Fig. 1: run 1, supply network
Bar = 20 µm. Pins as bars on the die edge.
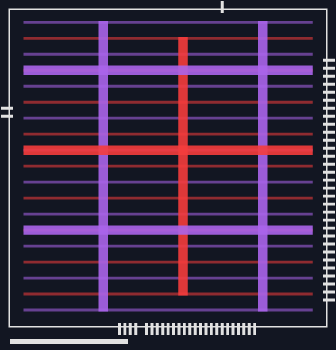
Fig. 2: run 1, placed cells, one color a class
Fill, decap, tap and diode cells in gray.
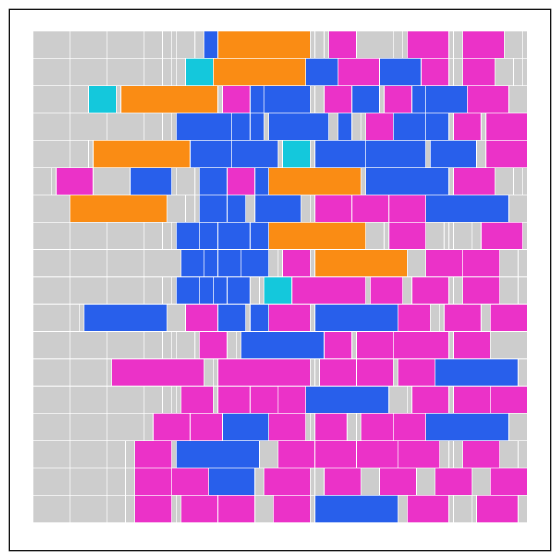
Fig. 3: run 1, clock wires, drivers and flops
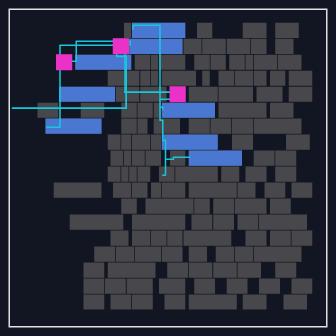
==> config.mk <==
export PLATFORM = sky130hd
export DESIGN_NAME = async_fifo_wr_arb
export DESIGN_NICKNAME = d
export VERILOG_FILES = /design/src/rtl/async_fifo_wr_arb_pkg.sv /design/src/rtl/async_fifo_wr_arb_pick.sv /design/src/rtl/async_fifo_wr_arb.sv
export SDC_FILE = /design/constraint.sdc
export NUM_CORES = 1
export LEC_CHECK = 0
export CAP_MARGIN = 20
export CORE_MARGIN = 2
export CORE_UTILIZATION = 30
export CTS_BUF_LIST = sky130_fd_sc_hd__clkbuf_4 sky130_fd_sc_hd__clkbuf_8
export DETAILED_ROUTE_END_ITERATION = 6
export GPL_TIMING_DRIVEN = 0
export PLACE_DENSITY = 0.77
export SLEW_MARGIN = 20
export SYNTH_ARGS = -nofsm -noshare
export SYNTH_HDL_FRONTEND = slang
export SYNTH_SLANG_ARGS = --single-unit
==> constraint.sdc <==
create_clock -name wr_clk -period 1.7 [get_ports wr_clk]
set_clock_uncertainty 0.05 [all_clocks]
set_input_delay 0.425 -clock wr_clk [delete_from_list [all_inputs] [get_ports wr_clk]]
set_output_delay 0.425 -clock wr_clk [all_outputs]
set_load 0.02 [all_outputs]
==> impl_metrics.py, run 1 <==
# Metrics from the implementation run
metrics = {
    "clock_tree": {
        "postCtsHoldBufs": 0,
        "clk_transition_reported_paths_ns": 0.06,
        "root_buffer": "clkbuf_4",
        "cts_tree": "yes",
    },
    "timing": {
        "final-max-slew-violation-count": 0,
        "fin_crit_sh_pct": 122.7,
        "rsz0062_at_grt": "yes",
        "tns_ns": -5.029,
        "finalSetupViolations": 19,
        "maxSlewHeadroom_pct": 64.97,
        "fin_ws_ns": -0.3854,
        "worst_pin_slew_ns": 0.5211,
    },
    "global_routing": {
        "gr-usage-met2_pct": 41.06,
        "grt_usage_pct": 21.55,
        "grt_max_degree": 11,
        "gr-usage-met1_pct": 19.72,
        "antenna_found_initial": 0,
        "grt.busiest_layer": "met2",
        "grt_pass1_vias": 932,
        "met3_usage_pct": 8.056,
    },
    "finish": {
        "nClkBuffers": 4,
        "sh_comb_area_pct": 34.29,
        "nonClkBufAreaFrac_pct": 48.19,
        "area_delta_synth_final_pct": 118.0,
        "clock_tree_area_fraction_pct": 1.853,
        "largest_register_ffs": 3,
        "inv_count": 3,
        "n_fill_cell": 169,
        "final_cell_mix": "clkdlybuf4s50_1, buf_6, buf_4",
        "comb_area_um2": 555.5,
        "seq_area_um2": 205.2,
        "flops": 8,
        "layout.cells.most_common": "clkdlybuf4s50_1",
        "nets": 186,
        "drive_gt1_share_pct": 45.00,
        "n_all_buffers": 76,
    },
    "run_status": {
        "failed_checks": "negative setup slack",
        "status": "complete, but fails checks",
    },
    "critical_path": {
        "r2r_slack_ns": -0.30,
        "crit_path_top_delay_cell": "mux4_2",
        "max_stage_delay_ns": 0.55,
        "reg2reg_depth": 5,
        "critPathArrivalTime_ns": 1.61,
        "critPathKind": "flop to primary output",
        "end_kind": "primary output",
        "cp_max_fo": 6,
        "startpoint_type": "flop",
        "cp.required_ns": 1.22,
        "crit_chain": "buf_6 > mux4_2 > and2_4 > buf_6",
        "crit_top_cell": "buf_6",
    },
    "yosys": {
        "top_cell_area_share_pct": 20.20,
        "syn-instance-count": 64,
        "ys_top_cells_by_area": "dfrtp_1, mux4_1, mux4_2",
        "largest_area_cell": "dfrtp_1",
        "synth_flops": 8,
        "synth_chip_area_um2": 743.2,
        "ys_cells": 64,
        "yosys_warnings": 0,
        "ys_types": 29,
        "postSynthSeqShare_pct": 27.27,
    },
    "hold_path": {
        "hold_path.class": "input port to async pin",
    },
    "drt": {
        "wl_per_cell_um": 17.39,
        "route.met2.wl_um": 1533,
        "routed.top_layer": "met4",
        "num_vias": 894,
        "wl_met3_um": 289,
        "drc": 0,
        "drtIter0Drc": 6,
    },
    "placed_design": {
        "placement.io_buffers": 58,
        "gp_congestion": 0.6864,
    },
    "job": {
        "warnings": 29,
    },
    "die": {
        "ioPinCount": 59,
        "chip_area_um2": 2892,
        "taps": 30,
        "initial_core_util_pct": 30.84,
    },
    "power": {
        "ir_drop_uv": 861.4,
        "swShare_pct": 38.03,
        "power.internal_mw": 1.448,
        "power_frac_comb_pct": 77.5,
        "p_total_mw": 2.337,
        "seq_power_share_pct": 15.0,
    },
}
-- Fig. 1 (at the start) --
[VSS] purple
[VDD] red
signal pins: 59
met4 straps: 3
met5 straps: 3
met1 rails: 19
die x size: 53.78 µm
Die H: 53.78 µm
core area: 2410 µm²

-- Fig. 2 (at the start) --
[clock drivers and dummy loads] cyan | cells: 4
[all other logic] blue | cells: 52
[flip-flops] orange | cells: 8
[other buffers and delay cells] magenta | cells: 76
Layout Utilization: 67.24%
post-layout instance area: 1620 µm²
flop share of the area: 12.66%
Row Count: 18

-- Fig. 3 (at the start) --
[flip-flops] blue | count: 8
[clock wires] cyan | length: 131 µm
[cells driving clock nets] magenta | count: 3
routed clock nets: 4
Worst-Skew Late Latency: 0.26 ns
Clock group: 0.177 mW
clock share of power: 7.6%

## run 1: worst max-delay path, delay by kind of cell (launching register included)
family	cells	cell delay, ns
buffers and inverters	2	0.26
flip-flops	1	0.37
multiplexers	1	0.55
AND/OR/NAND/NOR	1	0.17
## run 1: what timing repair did
action / CTS / global route
setup buffers: 9 / 5
endpoints found under the setup margin: 22 / 21
pin swaps: 2 / 1
resized: 106 / 9
gates cloned: 0 / 0
## run 1: synthesized netlist by cell type
cell	number
nor4_1	1
a21oi_1	1
mux2_2	2
nand2b_1	3
inv_1	3
nor2_1	4
o31ai_1	1
a21o_1	1
and2_1	1
mux4_2	5
a41oi_1	1
clkbuf_1	3
ha_1	2
o21ai_0	4
o211ai_1	1
o22ai_1	3
dfstp_2	2
or4b_4	1
nor3_1	1
nand2_1	3
or4_1	1
mux4_1	5
buf_6	1
o32ai_1	1
a21boi_0	1
dfrtp_1	6
nor3b_1	2
nor2b_1	3
and3_1	1
## run 1: power groups by stage
stage,logic [mW],registers (mW),clock network (mW)
3_5_place_dp,1.33,0.347,0
4_1_cts,1.67,0.342,0.180
5_1_grt,1.91,0.361,0.193
6_report,1.81,0.350,0.177
2_1_floorplan,0.777,0.368,0
3_3_place_gp,1.30,0.340,0
## run 1: through the flow
step                      hold WS [ns]  std cells  worst slack (ns)  instance area, µm²
final                           0.3839        170           -0.3854                1620
after CTS                       0.3970        165           -0.3860                1556
after global placement          0.4334        152           -0.9901                1383
after global routing            0.3973        170           -0.4327                1620
after detailed placement        0.4705        152            -1.044                1383
after floorplan                0.07941         64           -0.1538               764.5
## run 1: logic make-up after synthesis
| group | synth area share [%] |
|---|---|
| simple gates | 16.67 |
| compound gates | 12.29 |
| mux | 35.86 |
| flops | 27.27 |
| buf+inv | 4.545 |
| fa+ha+maj | 3.366 |
Fig. 4: run 1, wiring by layer
Bar = 20 µm. Two of the layers only.
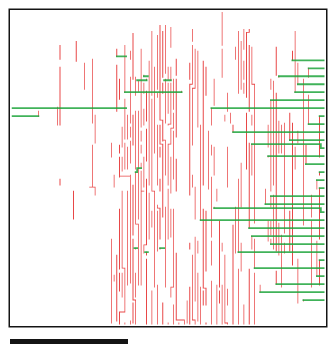

## Run 2: what changed since run 1
--- a/config.mk
+++ b/config.mk
@@ -6,9 +6,10 @@
 export NUM_CORES = 1
 export LEC_CHECK = 0
 export CAP_MARGIN = 20
-export CORE_MARGIN = 2
+export CORE_ASPECT_RATIO = 0.6
+export CORE_MARGIN = 3
 export CORE_UTILIZATION = 30
-export CTS_BUF_LIST = sky130_fd_sc_hd__clkbuf_4 sky130_fd_sc_hd__clkbuf_8
+export CTS_BUF_LIST = sky130_fd_sc_hd__clkbuf_4
 export DETAILED_ROUTE_END_ITERATION = 6
 export GPL_TIMING_DRIVEN = 0
 export PLACE_DENSITY = 0.77
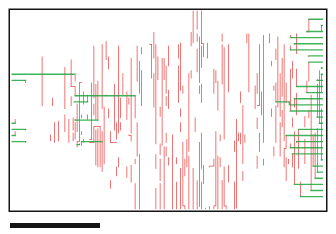
Fig. 5. Wiring by layer (run 2).
Bar = 20 µm. Two of the layers only.
[met2] red | wire length: 1220 µm
[met3] green | wire length: 172 µm
final wirelength: 2604 µm
WL/cell: 15.41 µm

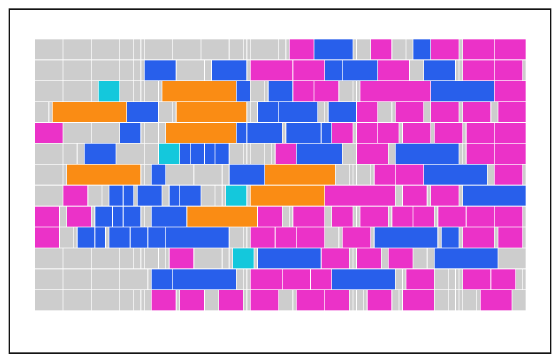
Fig. 6. Placed cells, one color a class (run 2).
Fill, decap, tap and diode cells in gray.
flop share of the area: 13.00%
Layout Utilization: 69.84%
core area: 2261 µm²
post-layout instance area: 1579 µm²
Row Count: 13

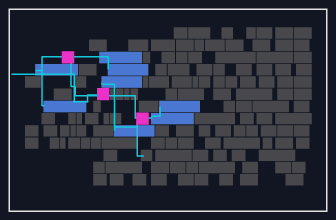
Fig. 7. Clock wires, drivers and flops (run 2).
Clock group: 0.171 mW
clock share of power: 7.7%

==> run 2 against run 1 <==
The flow still finishes with violations (negative setup slack). Largest power group unchanged. Highest routed layer unchanged. Final area shrank 2.5%. Critical path depth is the same. Cell count shrank 0.59%. Die size grew 8.2%. Combinational power shrank 6%. Utilization grew 2.6 points. Critical path type unchanged.
==> impl_metrics.py, run 2 <==
# Metrics from the implementation run
metrics = {
    "die": {
        "ioPinCount": 59,
        "die_h_um": 44.56,
        "die_width_um": 70.26,
        "initial_core_util_pct": 32.87,
        "chip_area_um2": 3130,
    },
    "finish": {
        "nets": 185,
        "seq_area_um2": 205.2,
        "area_delta_synth_final_pct": 112.5,
        "final_cell_mix": "clkdlybuf4s50_1, dlygate4sd2_1, buf_6",
        "largest_register_ffs": 3,
        "comb_area_um2": 548.0,
        "drive_gt1_share_pct": 45.32,
    },
    "critical_path": {
        "critPathKind": "flop to primary output",
        "cpLargestDelayFamily": "multiplexers",
        "crit_top_cell": "buf_6",
        "critPathArrivalTime_ns": 1.55,
        "crit_cells": 4,
        "r2r_slack_ns": -0.29,
        "critPathBufInv": 2,
        "reg2reg_depth": 5,
        "crit_chain": "buf_6 > mux4_2 > and2_4 > buf_6",
        "crit_path_top_delay_cell": "mux4_2",
        "end_kind": "primary output",
    },
    "run_status": {
        "status": "complete, but fails checks",
        "failed_checks": "negative setup slack",
    },
    "yosys": {
        "synth_chip_area_um2": 743.2,
        "ff_type": "dfrtp_1",
        "ys_top_cells_by_area": "dfrtp_1, mux4_1, mux4_2",
        "postSynthSeqShare_pct": 27.27,
        "synth.most_common_cell": "dfrtp_1",
        "edf_count": 0,
        "top_cells_by_count": "dfrtp_1, mux4_1, mux4_2, nor2_1, o21ai_0",
        "synth_flops": 8,
        "largest_area_cell": "dfrtp_1",
        "top_cell_area_share_pct": 20.20,
        "ys_cells": 64,
        "async_flop_share_pct": 100.0,
        "ys_types": 29,
    },
    "placed_design": {
        "gp_congestion": 0.8475,
        "placement.io_buffers": 58,
        "placed_cell_area_um2": 1383,
        "dp_cells": 152,
    },
    "timing": {
        "finalSetupViolations": 19,
        "fin_ws_ns": -0.3283,
        "final-max-slew-violation-count": 0,
        "worst_pin_slew_ns": 0.4780,
        "maxSlewHeadroom_pct": 67.87,
        "fin_crit_sh_pct": 119.3,
        "tns_ns": -4.344,
        "rsz0062_at_grt": "yes",
        "timing.hold.ws_ns": 0.3925,
        "max_freq_ghz": 0.4930,
    },
    "hold_path": {
        "hold_path.class": "input port to async pin",
    },
    "clock_tree": {
        "cts_tree": "yes",
        "postCtsHoldBufs": 0,
        "clk_latency_ns": 0.26,
        "clk_transition_reported_paths_ns": 0.06,
        "root_buffer": "clkbuf_4",
    },
    "power": {
        "seq_power_share_pct": 15.7,
        "power.internal_mw": 1.402,
        "swShare_pct": 37.32,
        "ir_drop_uv": 550.5,
        "power_frac_comb_pct": 76.6,
    },
    "global_routing": {
        "grt_pass1_vias": 814,
        "grt_max_degree": 11,
        "gr-usage-met1_pct": 22.36,
        "antenna_found_initial": 0,
        "met3_usage_pct": 3.855,
        "gr-usage-met2_pct": 28.62,
        "grt_usage_pct": 16.85,
    },
    "drt": {
        "drc": 0,
        "num_vias": 862,
        "drtIter0Drc": 29,
    },
    "job": {
        "warnings": 29,
    },
}
## run 2: final cells by class
cell class	count	area share (%)
Sequential cell	8	13.00
Buffer	4	4.834
Timing Repair Buffer	71	42.47
Inverter	3	0.7132
Tap cell	30	2.377
Clock buffer	4	1.902
Multi-Input combinational cell	49	34.71
## run 2: stage by stage
stage,worst slack (ns),total power [mW]
global placement,-0.9950,1.647
CTS,-0.3488,2.188
finish,-0.3283,2.236
global route,-0.3964,2.377
detailed placement,-1.009,1.663
floorplan,-0.1538,1.146
## run 2: routing by layer
metal	up-vias	part of all wire (%)	wire (µm)
li1	408	-	-
met1	406	46	1203
met2	44	47	1218
met3	4	6.6	172
met4	0	0.42	11
met5	-	0	0
## run 2: worst register-to-register path, delay by kind of cell, from the launching register on
kind	cells	cell delay [ns]
AND-OR/OR-AND	1	0.16
buffers and inverters	2	0.24
multiplexers	1	0.51
AND/OR/NAND/NOR	1	0.57
flip-flops	1	0.36
## run 2: logic make-up after synthesis
kind of cell    Yosys count  share of synthesized area, %
compound gates           14                         12.29
fa+ha+maj                 2                         3.366
buf+inv                   7                         4.545
flops                     8                         27.27
mux                      12                         35.86
simple gates             21                         16.67
## run 2: power groups by stage
stage                     clock network (mW)  logic, mW  registers (mW)
after global placement                     0       1.31           0.340
after detailed placement                   0       1.32           0.344
final                                  0.171       1.71           0.351
after global routing                   0.200       1.82           0.358
after CTS                              0.181       1.66           0.342
after floorplan                            0      0.777           0.368
## run 2: repair_timing
item                       4_1_cts  5_1_grt
setup buffers                   11        2
resized                        115        7
setup endpoints to repair       22       20
pin swaps                        3        1
Power and IR drop assume default switching activity.
